==> config.mk <==
export PLATFORM = sky130hd
export DESIGN_NAME = clk_div_ctrl
export DESIGN_NICKNAME = d
export VERILOG_FILES = /design/src/rtl/clk_div_pkg.sv /design/src/rtl/clk_div_counter.sv /design/src/rtl/clk_div_ctrl.sv
export SDC_FILE = /design/constraint.sdc
export NUM_CORES = 1
export LEC_CHECK = 0
export CELL_PAD_IN_SITES_DETAIL_PLACEMENT = 1
export CELL_PAD_IN_SITES_GLOBAL_PLACEMENT = 2
export CORE_MARGIN = 4
export CORE_UTILIZATION = 36
export CTS_CLUSTER_SIZE = 25
export DETAILED_ROUTE_END_ITERATION = 7
export HOLD_SLACK_MARGIN = 0.03
export PLACE_DENSITY = 0.87
export SYNTH_ARGS = -nofsm -noshare
export SYNTH_HDL_FRONTEND = slang
export SYNTH_SLANG_ARGS = --single-unit
==> constraint.sdc <==
create_clock -name clk -period 5.41 [get_ports clk]
set_clock_uncertainty 0.15 [all_clocks]
set_input_delay 1.082 -clock clk [delete_from_list [all_inputs] [get_ports clk]]
set_output_delay 1.082 -clock clk [all_outputs]
set_load 0.01 [all_outputs]
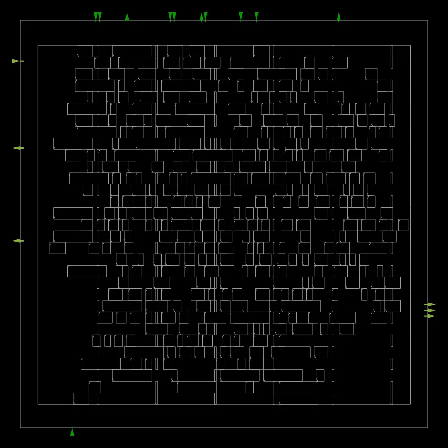
Figure 1: run 1, cell outlines without signal wires.
Filler cells: 911
Tap Cells: 99
final core occ: 0.414
core area: 7370 µm²
flop count: 29

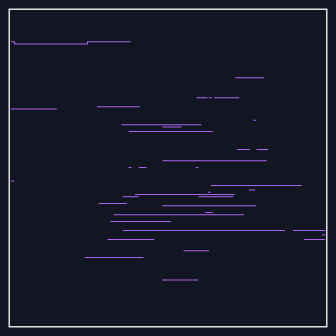
Figure 2: run 1, met3 routing.
- nets with wire on the layer: 28
- share of all routed wire: 5.0%
- longest straight run: 48.8 µm
Vias: 2769
Routed Wire Length: 9.21 mm
GR Layer Usage met3: 0.0347

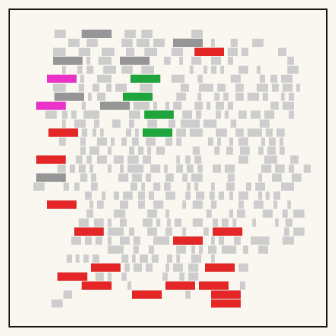
Figure 3: run 1, register map, names as in the netlist.
- red: u_cnt.o_cnt (placed flops 16)
- magenta: r_state (placed flops 2)
- green: cur_sel (placed flops 4)
- not coloured: 7
Flop+latch power: 341 µW
Flop area: 726 µm²
flop share of the area: 0.238

==> impl_metrics.py, run 1 <==
# Auto-generated metrics
metrics = {
    "status": {
        "status": "complete, no violations",
    },
    "global_route": {
        "grtUsageMet1": 0.288,
        "grt_max_degree": 41,
        "grt_first_pass_wirelength_mm": 15.0,
        "overflow": 0,
        "busiest_layer": "met2",
    },
    "finish": {
        "syn2layout_area_growth_pct": 10.5,
        "clock_buffers": 7,
        "top_area_cell_class": "logic gates",
        "antenna_cells": 0,
        "buf_share": 0.0722,
    },
    "cts": {
        "clk_pin_slew_ps": 60,
        "postCtsHoldBufs": 0,
        "cts.path.max_buffers": 2,
        "cts_max_level": 2,
    },
    "synthesis": {
        "topCellsByArea": "dfrtp_1 (26%), xnor2_1 (5.1%), nand3_1 (4.0%)",
        "yosys_area_um2": 2760,
        "synth_seq_share": 0.263,
        "yosys.area_share.adder": 0.0127,
        "synthSimpleGateAreaFrac": 0.268,
        "xor_area_frac": 0.0820,
        "common_cells": "dfrtp_1 (29), nand2_1 (29), nor2_1 (25)",
    },
    "routing": {
        "drt_first_pass_iters": 4,
        "drc_errors": 0,
        "wl_met1_mm": 4.12,
        "drtIter0Drc": 275,
    },
    "placed_design": {
        "dp_hpwl_mm": 6.84,
        "placed_cells": 443,
    },
    "worst_setup_path": {
        "required_ps": 5420,
        "cp_top_family": "simple AND/OR/NAND/NOR gates",
        "startpoint_type": "register",
        "path_max_fanout": 13,
    },
    "final_timing": {
        "slew_violations": 0,
        "maxSlewHeadroom": 0.632,
        "worst_slew_pin_slew_ps": 545,
        "finalCritPeriodShare": 0.772,
        "min_period_ps": 4180,
    },
    "die": {
        "fp.dieW_um": 95.6,
        "design.portCount": 17,
        "die_area_um2": 9140,
        "die_y_um": 95.6,
    },
    "power_and_ir_drop": {
        "internal_power_uw": 706,
        "seqPwrFrac": 0.248,
    },
}
## Run 2: what changed since run 1
CORE_UTILIZATION = 33   (was 36)
PLACE_DENSITY = 0.85   (was 0.87)
clock period = 3.5 ns   (was 5.41 ns; I/O delays follow)
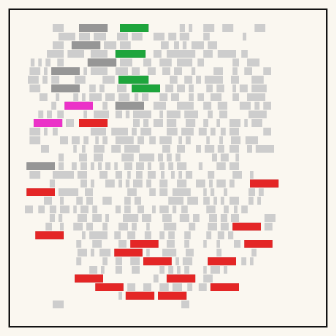
Figure 4: run 2, register map, names as in the netlist.
- green: cur_sel (placed flops 4; where north)
- red: u_cnt.o_cnt (placed flops 16)
- magenta: r_state (placed flops 2)
- not coloured: 7
Flop area: 728 µm²
final core occ: 0.429
flop share of the area: 0.207
Flop+latch power: 514 µW

==> impl_metrics.py, run 2 <==
# Auto-generated metrics
metrics = {
    "placed_design": {
        "dp_hpwl_mm": 7.36,
        "placed_cells": 473,
        "dpl_cell_area_um2": 3230,
    },
    "synthesis": {
        "yosys.area_share.adder": 0.0127,
        "topCellsByArea": "dfrtp_1 (26%), xnor2_1 (5.1%), nand3_1 (4.0%)",
        "syn_inst": 352,
        "compound_area_frac": 0.245,
        "xor_area_frac": 0.0820,
        "synth_seq_share": 0.263,
        "syn_area_um2": 2760,
        "largest_area_cell": "dfrtp_1",
        "synth.distinct_cells": 64,
        "yosys_area_um2": 2760,
        "common_cells": "dfrtp_1 (29), nand2_1 (29), nor2_1 (25)",
        "synthSimpleGateAreaFrac": 0.268,
    },
    "flow_run": {
        "maxCapViolations": 0,
    },
    "cts": {
        "insertion_delay_ps": 280,
        "root_buffer": "clkbuf_8",
        "cts_max_level": 2,
        "postCtsHoldBufs": 0,
        "clk_pin_slew_ps": 70,
        "cts.path.max_buffers": 2,
    },
    "global_route": {
        "grt_first_pass_wirelength_mm": 16.1,
        "grt_max_degree": 34,
        "busiest_layer": "met2",
        "grtUsageMet1": 0.279,
        "use_met3": 0.0273,
        "overflow": 0,
    },
    "worst_setup_path": {
        "startpoint_type": "register",
        "critPathBufInv": 1,
        "crit_path_max_incr_delay_ps": 560,
        "crit_path_end_kind": "register",
        "required_ps": 3520,
        "reg2reg_slack_ps": -5,
        "cp_top_family": "simple AND/OR/NAND/NOR gates",
        "path_max_fanout": 6,
    },
    "final_timing": {
        "fmax_ghz": 0.285,
        "min_period_ps": 3500,
        "hold_viol_final": 0,
        "slew_violations": 0,
        "maxSlewHeadroom": 0.427,
        "setup_viol": 4,
        "finalCritPeriodShare": 1.00,
        "worst_slew_pin_slew_ps": 857,
        "layout_setup_ws_ps": -4.58,
    },
    "routing": {
        "drt_first_pass_iters": 4,
        "drtIter0Drc": 200,
        "wl_met2_mm": 5.20,
        "vias": 2932,
        "wl_met1_mm": 4.45,
        "route.met3.wl_um": 486,
        "drc_errors": 0,
    },
    "power_and_ir_drop": {
        "leakagePower_nw": 1.36,
        "internal_power_mw": 1.37,
        "seqPwrFrac": 0.198,
        "peakVddDrop_v": 0.000335,
    },
    "die": {
        "fp-row-count": 33,
        "design.portCount": 17,
        "die_area_um2": 9900,
        "nWellTaps": 105,
        "core_um2": 8180,
        "fp.dieW_um": 99.5,
        "die_y_um": 99.5,
    },
    "finish": {
        "syn2layout_area_growth_pct": 27.0,
        "top_area_cell_class": "logic gates",
        "comb_area_um2": 2020,
        "fill_cells": 972,
        "antenna_cells": 0,
        "clock_buffers": 8,
        "buf_share": 0.140,
        "flops": 29,
        "nMultiInputCombCells": 280,
    },
    "worst_hold_path": {
        "hp-class": "register to register",
        "hold_depth": 2,
    },
    "status": {
        "status": "complete, but fails checks",
        "violations": "setup timing",
    },
}
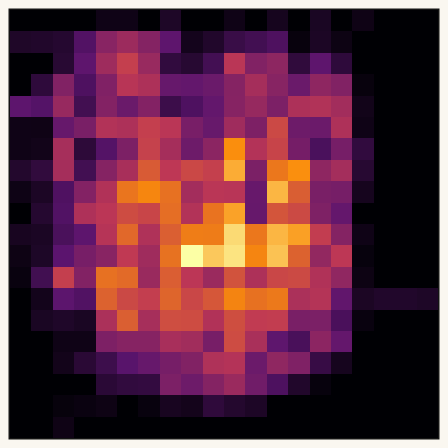
Figure 5: run 2, wire density map.
20 x 20 tiles, from black (low) to pale yellow (high), scaled to the fullest tile. Values are wire area over tile area, all layers added.
- fullest tile: 0.66
- tiles over half the peak: 16%
- emptiest ninth of the die: south-east
- mean over tiles: 0.16
Routed Wire Length: 10.3 mm
GRT Util Overall: 0.205
wire per inst: 21.0 µm

## Run 3: what changed since run 2
SYNTH_HIERARCHICAL = 1   (was unset)
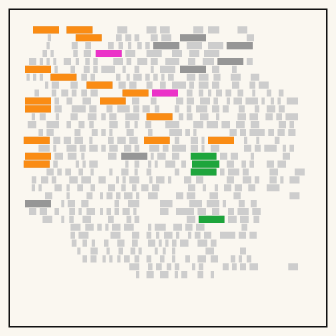
Figure 6: run 3, register map, names as in the netlist.
- magenta: r_state (placed flops 2)
- green: cur_sel (placed flops 4; where centre)
- orange: u_cnt/o_cnt (placed flops 16)
- not coloured: 7
flop share of the area: 0.186
final core occ: 0.398
Flop area: 727 µm²

==> impl_metrics.py, run 3 <==
# Auto-generated metrics
metrics = {
    "routing": {
        "wl_met1_mm": 5.61,
        "wirelength_mm": 12.5,
        "route.met3.wl_um": 612,
        "drc_errors": 0,
        "wl_per_cell_um": 20.8,
        "drt_first_pass_iters": 6,
    },
    "worst_setup_path": {
        "required_ps": 3520,
        "crit_path_max_incr_delay_ps": 530,
        "crit_path_end_kind": "register",
        "cp_top_family": "simple AND/OR/NAND/NOR gates",
        "reg2reg_slack_ps": 210,
    },
    "worst_hold_path": {
        "hp-class": "register to register",
        "hold_depth": 1,
    },
    "global_route": {
        "busiest_layer": "met2",
    },
    "cts": {
        "root_buffer": "clkbuf_8",
        "clk_pin_slew_ps": 70,
        "insertion_delay_ps": 290,
    },
    "power_and_ir_drop": {
        "seqPwrFrac": 0.153,
        "leakagePower_nw": 1.56,
        "peakVddDrop_v": 0.000305,
    },
    "finish": {
        "flops": 29,
        "top_area_cell_class": "logic gates",
        "clock_buffers": 7,
        "syn2layout_area_growth_pct": 16.4,
    },
    "final_timing": {
        "maxSlewHeadroom": 0.543,
        "hold_viol_final": 0,
        "fmax_ghz": 0.304,
        "worst_slew_pin_slew_ps": 681,
    },
    "synthesis": {
        "yosys.area_share.adder": 0.0142,
        "xor_area_frac": 0.0679,
        "yosys_area_um2": 3360,
        "syn_area_um2": 3360,
        "common_cells": "nand2_1 (39), nor2_1 (38), a21oi_1 (34)",
    },
    "flow_run": {
        "maxCapViolations": 0,
    },
    "placed_design": {
        "dpl_cell_area_um2": 3790,
    },
    "die": {
        "design.portCount": 17,
        "die_y_um": 109,
    },
    "status": {
        "status": "complete, no violations",
    },
}
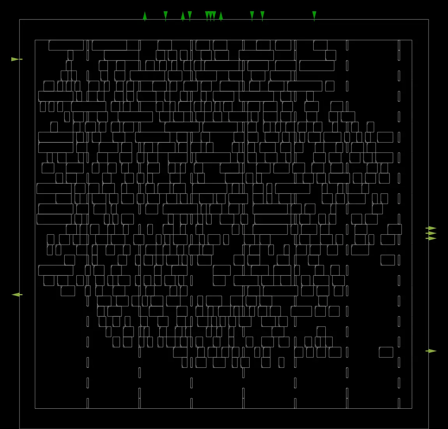
Figure 7: run 3, cell outlines without signal wires.
Final Non-Filler Cells: 602
Tap Cells: 133
Filler cells: 1277
core area: 9820 µm²
row cnt: 36

Power and IR drop assume default switching activity.
